Figure 1. Track usage over the die (run 1).
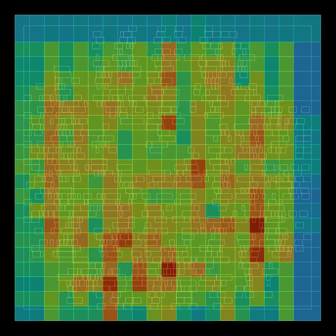
Figure 2. Metal layers overlaid (run 1).
Only two layers are drawn.
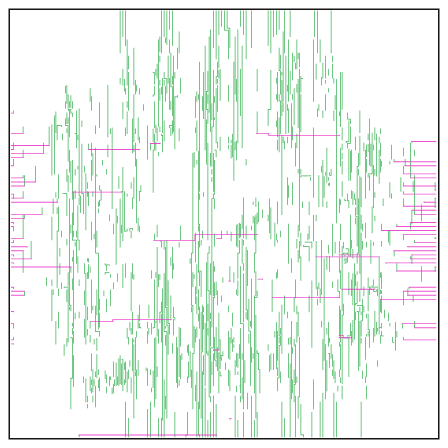
Figure 3. Wires at chosen ports, followed through buffers (run 1).
Scale bar: 50 um.
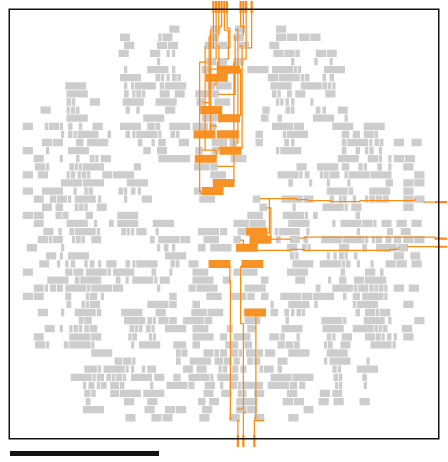
$ cat src/rtl/gst_sched_pkg.sv
// Shared scheduler definitions: FSM state encoding, recovery-counter width, clog2 helper.
package gst_sched_pkg;

   localparam logic [1:0] ST_IDLE    = 2'd0;
   localparam logic [1:0] ST_WRITE   = 2'd1;
   localparam logic [1:0] ST_RECOVER = 2'd2;

   // Holds GAP values 0..15
   localparam int GAP_W = 4;

   function automatic int clog2(input int n);
      int r;
      r = 0;
      while ((1 << r) < n) r++;
      return (r < 1) ? 1 : r;
   endfunction

endpackage

$ cat src/rtl/reg_write_sched_if.sv
// Requester strobe bundle and register-bank write port of reg_write_sched.
interface reg_write_sched_if #(
   parameter int NREQ = 4,
   parameter int AW   = 6,
   parameter int DW   = 16
);
   import gst_sched_pkg::*;

   localparam int SW = clog2(NREQ);

   logic [NREQ-1:0]    req_stb;
   logic [NREQ*AW-1:0] req_addr;
   logic [NREQ*DW-1:0] req_data;
   logic [NREQ-1:0]    req_pend;
   logic [NREQ-1:0]    req_ovr;
   logic               wr_en;
   logic [AW-1:0]      wr_addr;
   logic [DW-1:0]      wr_data;
   logic [SW-1:0]      wr_src;
   logic               busy;

   modport master (
      output req_stb, req_addr, req_data,
      input  req_pend, req_ovr, wr_en, wr_addr, wr_data, wr_src, busy
   );

   modport slave (
      input  req_stb, req_addr, req_data,
      output req_pend, req_ovr, wr_en, wr_addr, wr_data, wr_src, busy
   );

endinterface

$ cat src/rtl/reg_write_sched_strobe_capture.sv
// strobe_capture: samples one async write strobe, edge-detects it and holds addr/data in a pending slot.
// Latency: slot pending one edge after the sampled rise (+2 edges with SYNC2_EN defined).
// Backpressure: none; a new rise on an unserved slot overwrites it and sets the sticky overrun flag.
module strobe_capture
   import gst_sched_pkg::*;
#(
   parameter int AW = 6,
   parameter int DW = 16
) (
   input  logic          clock,
   input  logic          reset,
   input  logic          stb,
   input  logic [AW-1:0] addr,
   input  logic [DW-1:0] data,
   input  logic          grant,
   output logic          pend,
   output logic          ovr,
   output logic [AW-1:0] slot_addr,
   output logic [DW-1:0] slot_data
);

   logic stb_s;
   logic hist;
   logic rise;

`ifdef SYNC2_EN
   logic [1:0] sync;

   always_ff @(posedge clock) begin
      if (reset) sync <= 2'b11;
      else       sync <= {sync[0], stb};
   end

   assign stb_s = sync[1];
`else
   assign stb_s = stb;
`endif

   // History resets high so a strobe held through reset is not a rise
   assign rise = stb_s & ~hist;

   always_ff @(posedge clock) begin
      if (reset) begin
         hist      <= 1'b1;
         pend      <= 1'b0;
         ovr       <= 1'b0;
         slot_addr <= '0;
         slot_data <= '0;
      end else begin
         hist <= stb_s;
         if (rise) begin
            pend      <= 1'b1;
            slot_addr <= addr;
            slot_data <= data;
            if (pend && !grant) ovr <= 1'b1;
         end else if (grant) begin
            pend <= 1'b0;
         end
      end
   end

endmodule

$ cat src/rtl/reg_write_sched.sv
// reg_write_sched: round-robin sharing of one register-bank write port among NREQ strobed requesters (SYNC2_EN adds 2-flop strobe sync).
// Latency: capture edge k -> wr_en high after edge k+1; one write per GAP+2 cycles in steady state.
// Backpressure: none toward sources; unserved slots are overwritten and flagged in req_ovr.
module reg_write_sched
   import gst_sched_pkg::*;
#(
   parameter int NREQ = 4,
   parameter int AW   = 6,
   parameter int DW   = 16,
   parameter int GAP  = 1
) (
   input logic            clock,
   input logic            reset,
   reg_write_sched_if.slave bus
);

   localparam int SW = clog2(NREQ);

   logic [NREQ-1:0]  pend;
   logic [NREQ-1:0]  ovr;
   logic [NREQ-1:0]  grant;
   logic [AW-1:0]    slot_addr [NREQ];
   logic [DW-1:0]    slot_data [NREQ];
   logic [1:0]       state;
   logic [GAP_W-1:0] gap_cnt;
   logic [SW-1:0]    ptr;
   logic [SW-1:0]    win;
   logic [SW:0]      idx;
   logic             found;

   generate
      for (genvar i = 0; i < NREQ; i++) begin : g_req
         strobe_capture #(.AW(AW), .DW(DW)) u_cap (
            .clock     (clock),
            .reset     (reset),
            .stb       (bus.req_stb[i]),
            .addr      (bus.req_addr[i*AW +: AW]),
            .data      (bus.req_data[i*DW +: DW]),
            .grant     (grant[i]),
            .pend      (pend[i]),
            .ovr       (ovr[i]),
            .slot_addr (slot_addr[i]),
            .slot_data (slot_data[i])
         );
      end
   endgenerate

   // Scan from the slot after the last winner, wrapping; the last winner is checked last
   always_comb begin
      found = 1'b0;
      win   = ptr;
      idx   = '0;
      grant = '0;
      for (int k = 1; k <= NREQ; k++) begin
         idx = {1'b0, ptr} + (SW+1)'(k);
         if (idx >= (SW+1)'(NREQ)) idx = idx - (SW+1)'(NREQ);
         if (!found && pend[idx[SW-1:0]]) begin
            found = 1'b1;
            win   = idx[SW-1:0];
         end
      end
      if (state == ST_IDLE && found) grant[win] = 1'b1;
   end

   always_ff @(posedge clock) begin
      if (reset) begin
         state       <= ST_IDLE;
         gap_cnt     <= '0;
         ptr         <= SW'(NREQ - 1);
         bus.wr_en   <= 1'b0;
         bus.wr_addr <= '0;
         bus.wr_data <= '0;
         bus.wr_src  <= '0;
      end else begin
         bus.wr_en <= 1'b0;
         case (state)
            ST_IDLE: begin
               if (found) begin
                  state       <= ST_WRITE;
                  bus.wr_en   <= 1'b1;
                  bus.wr_addr <= slot_addr[win];
                  bus.wr_data <= slot_data[win];
                  bus.wr_src  <= win;
                  ptr         <= win;
               end
            end
            ST_WRITE: begin
               if (GAP > 0) begin
                  state   <= ST_RECOVER;
                  gap_cnt <= GAP_W'(GAP - 1);
               end else begin
                  state <= ST_IDLE;
               end
            end
            ST_RECOVER: begin
               if (gap_cnt == '0) state <= ST_IDLE;
               else               gap_cnt <= gap_cnt - 1'b1;
            end
            default: state <= ST_IDLE;
         endcase
      end
   end

   assign bus.req_pend = pend;
   assign bus.req_ovr  = ovr;
   assign bus.busy     = (state != ST_IDLE);

endmodule

$ cat src/flat_wrapper.sv
// flat-port wrapper written by rule: the top's interface ports become plain ports
module reg_write_sched_flat import gst_sched_pkg::*;
#(
   parameter int NREQ = 4,
   parameter int AW   = 6,
   parameter int DW   = 16,
   parameter int GAP  = 1
)
  (clock, reset, bus_req_stb, bus_req_addr, bus_req_data, bus_req_pend, bus_req_ovr, bus_wr_en, bus_wr_addr, bus_wr_data, bus_wr_src, bus_busy);
  reg_write_sched_if #(.NREQ(NREQ), .AW(AW), .DW(DW)) bus_i ();
  input logic clock;
  input logic reset;
  input wire logic [$bits(bus_i.req_stb)-1:0] bus_req_stb;
  input wire logic [$bits(bus_i.req_addr)-1:0] bus_req_addr;
  input wire logic [$bits(bus_i.req_data)-1:0] bus_req_data;
  output wire logic [$bits(bus_i.req_pend)-1:0] bus_req_pend;
  output wire logic [$bits(bus_i.req_ovr)-1:0] bus_req_ovr;
  output wire logic [$bits(bus_i.wr_en)-1:0] bus_wr_en;
  output wire logic [$bits(bus_i.wr_addr)-1:0] bus_wr_addr;
  output wire logic [$bits(bus_i.wr_data)-1:0] bus_wr_data;
  output wire logic [$bits(bus_i.wr_src)-1:0] bus_wr_src;
  output wire logic [$bits(bus_i.busy)-1:0] bus_busy;
  assign bus_i.req_stb = bus_req_stb;
  assign bus_i.req_addr = bus_req_addr;
  assign bus_i.req_data = bus_req_data;
  assign bus_req_pend = bus_i.req_pend;
  assign bus_req_ovr = bus_i.req_ovr;
  assign bus_wr_en = bus_i.wr_en;
  assign bus_wr_addr = bus_i.wr_addr;
  assign bus_wr_data = bus_i.wr_data;
  assign bus_wr_src = bus_i.wr_src;
  assign bus_busy = bus_i.busy;
  reg_write_sched #(.NREQ(NREQ), .AW(AW), .DW(DW), .GAP(GAP)) u_core (.clock(clock), .reset(reset), .bus(bus_i));
endmodule
$ cat config.mk
export PLATFORM = sky130hd
export DESIGN_NAME = reg_write_sched_flat
export DESIGN_NICKNAME = d
export VERILOG_FILES = /design/src/rtl/gst_sched_pkg.sv /design/src/rtl/reg_write_sched_if.sv /design/src/rtl/reg_write_sched_strobe_capture.sv /design/src/rtl/reg_write_sched.sv /design/src/flat_wrapper.sv
export SDC_FILE = /design/constraint.sdc
export NUM_CORES = 1
export LEC_CHECK = 0
export ABC_AREA = 0
export CAP_MARGIN = 20
export CORE_MARGIN = 4
export CORE_UTILIZATION = 30
export CTS_BUF_LIST = sky130_fd_sc_hd__clkbuf_4
export DETAILED_ROUTE_END_ITERATION = 10
export GPL_ROUTABILITY_DRIVEN = 0
export PLACE_DENSITY = 0.52
export SLEW_MARGIN = 20
export SYNTH_ARGS = -nofsm -noshare
export SYNTH_HDL_FRONTEND = slang
export SYNTH_SLANG_ARGS = --single-unit
$ cat constraint.sdc
create_clock -name clock -period 3 [get_ports clock]
set_clock_uncertainty 0.05 [all_clocks]
set_input_delay 0.3 -clock clock [delete_from_list [all_inputs] [get_ports clock]]
set_output_delay 0.3 -clock clock [all_outputs]
set_load 0.005 [all_outputs]
==> flow_metrics.env, run 1 <==
# flow metrics
export IMPL_maxClockFrequency_mhz=506
export IMPL_largest_cell_class="sequential cells"
export IMPL_timing_critical_path_depth=2
export IMPL_yosysCellCount=622
export IMPL_largest_reg_flops=64
export IMPL_pwr_group_clock_w=0.00107
export IMPL_share_clk_of_total_power=0.282
export IMPL_p_comb_w=0.000758
export IMPL_buffer_ports_inserted=127
export IMPL_syn_to_final_growth_pct=28.6
export IMPL_registers_top_by_ff_count="u_core.g_req.u_cap.slot_data"
export IMPL_fillerInstances=1856
export IMPL_nNetsFinal=819
export IMPL_global_route_peak_usage_layer="met2"
export IMPL_post_synth_num_cell_types=39
export IMPL_postCtsSetupBuffers=0
export IMPL_placedCellCount=934
export IMPL_finalHoldViolCount=0
export IMPL_rr_startpoint="u_core.g_req[3].u_cap.pend"
export IMPL_nWellTaps=229
export IMPL_cts_repair_resized=0
export IMPL_worst_hold_path_cells=2
export IMPL_clock_buffer_count=23
export IMPL_fin_tns_setup_ns=0
export IMPL_detailed_place_hpwl_um=11300
export IMPL_power_largest_group="registers"
export IMPL_run_status="finished clean"
export IMPL_topCombFamilyByArea="AND-OR/OR-AND gates"
export IMPL_synth_area_per_cell_um2=8.89
export IMPL_grt_pass1_vias=4646
export IMPL_timing_critical_path_to="bus_busy"
export IMPL_power_combinational_fraction=0.200
export IMPL_synth_yosys_seq_area_share=0.481
export IMPL_power_switching_w=0.00106
export IMPL_drt_vias_per_instance=4.75
Notes on Figure 1 above:
combined global-route utilization of all metal layers: 0.154
met2 Use GR: 0.242
mean routed wirelength per cell: 16.3 um

Notes on Figure 2 above:
- magenta: met3 (wire length 697 um)
- green: met2 (wire length 7100 um)

Notes on Figure 3 above:
- orange: `bus_wr_data` (bits 16; direction output; edge 10 top, 3 right, 3 bottom; end cells 16; buffers 16; wire 865 um)

==> run 1: synth_stat cells, types with 2 or more instances <==
library cell and n:
o31ai_1 3, inv_1 5, nor2b_1 5, or2_2 4, buf_12 3, nand3b_1 2, buf_6 2, a221oi_2 22
a21oi_1 95, dfxtp_1 133, mux2i_1 44, buf_4 11, nand3_1 2, a21o_1 2, clkbuf_1 35, nand2b_1 15
nand2_1 179, nor2_1 11, a21bo_2 2, o21bai_1 24, buf_2 4, nor3_1 2
==> run 1: kinds of logic (layout without fill, tap and decap cells) <==
kind of cell | after synthesis | count (layout)
xor+xnor | 1 | 1
fa+ha+maj | 1 | 1
compound gates | 158 | 158
buf+inv | 60 | 173
flops | 133 | 133
simple gates | 225 | 225
other cells | 0 | 1
mux | 44 | 44
==> run 2, diff against run 1 <==
==> constraint.sdc (replaced) <==
create_clock -name clock -period 1.9 [get_ports clock]
set_clock_uncertainty 0.05 [all_clocks]
set_input_delay 0.19 -clock clock [delete_from_list [all_inputs] [get_ports clock]]
set_output_delay 0.19 -clock clock [all_outputs]
set_load 0.005 [all_outputs]
Figure 4. Metal layers overlaid (run 2).
Only two layers are drawn.
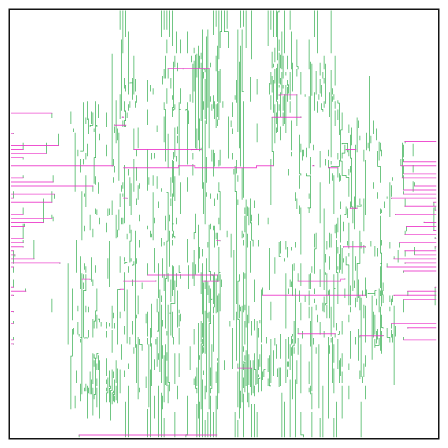
- green: met2 (wire length 6700 um)
- magenta: met3 (wire length 830 um)

==> flow_metrics.env, run 2 <==
# flow metrics
export IMPL_fin_tns_setup_ns=0
export IMPL_cts_repair_resized=1
export IMPL_nNetsFinal=828
export IMPL_syn_to_final_growth_pct=31.0
export IMPL_nWellTaps=229
export IMPL_p_seq_frac=0.510
export IMPL_yosysCellCount=622
export IMPL_topCombFamilyByArea="AND-OR/OR-AND gates"
export IMPL_global_route_peak_usage_layer="met1"
export IMPL_grt_met2_usage=0.219
export IMPL_worst_hold_path_cells=3
export IMPL_postCtsSetupBuffers=1
export IMPL_grt_pass1_vias=4574
export IMPL_common_cells="179 x nand2_1, 133 x dfxtp_1, 95 x a21oi_1"
export IMPL_synth_top_cell_by_count="nand2_1"
export IMPL_pwr_group_clock_w=0.00175
export IMPL_placedCellCount=941
export IMPL_detailed_place_hpwl_um=11700
export IMPL_p_comb_w=0.00122
export IMPL_power_switching_w=0.00169
export IMPL_maxClockFrequency_mhz=573
export IMPL_power_combinational_fraction=0.201
export IMPL_largest_cell_class="sequential cells"
export IMPL_finalHoldViolCount=0
export IMPL_share_clk_of_total_power=0.289
export IMPL_clock_buffer_count=18
export IMPL_buffer_ports_inserted=127
export IMPL_avgRoutedWirePerCell_um=16.2
export IMPL_synth_yosys_seq_area_share=0.481
export IMPL_synth_area_per_cell_um2=8.89
export IMPL_registers_top_by_ff_count="u_core.g_req.u_cap.slot_data"
export IMPL_rr_startpoint="u_core.g_req[3].u_cap.pend"
export IMPL_run_status="finished clean"
export IMPL_drt_vias_per_instance=4.68
export IMPL_post_synth_num_cell_types=39
export IMPL_cts_tree="done"
Figure 5. Track usage over the die (run 2).
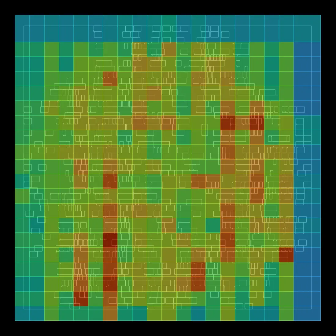
final core utilization: 0.402
combined global-route utilization of all metal layers: 0.155
routing usage on met3: 0.0389
met1 demand-to-capacity share in global routing: 0.228

## run 2: metrics by stage
step | setup WS, ns | hold slack (ns)
finish | 0.154 | 0.149
global route | -0.000576 | 0.110
CTS | 0.00278 | 0.0893
detailed placement | 0.132 | 0.398
global placement | 0.206 | 0.395
floorplan | 0.341 | 0.247
## run 2: how the worst max path moves through the flow
stage	depth (start not counted)	from	end	slack, ns
floorplan	7	u_core.gap_cnt[0]	u_core.gap_cnt[3]	0.34
global placement	6	u_core.g_req[0].u_cap.pend	u_core.bus.wr_data[11]	0.21
detailed placement	7	u_core.gap_cnt[0]	u_core.gap_cnt[3]	0.13
CTS	2	u_core.state[1]	bus_busy	0.003
global route	6	u_core.g_req[1].u_cap.pend	u_core.bus.wr_data[9]	-0.0006
finish	1	u_core.g_req[2].u_cap.pend	bus_req_pend[2]	0.15
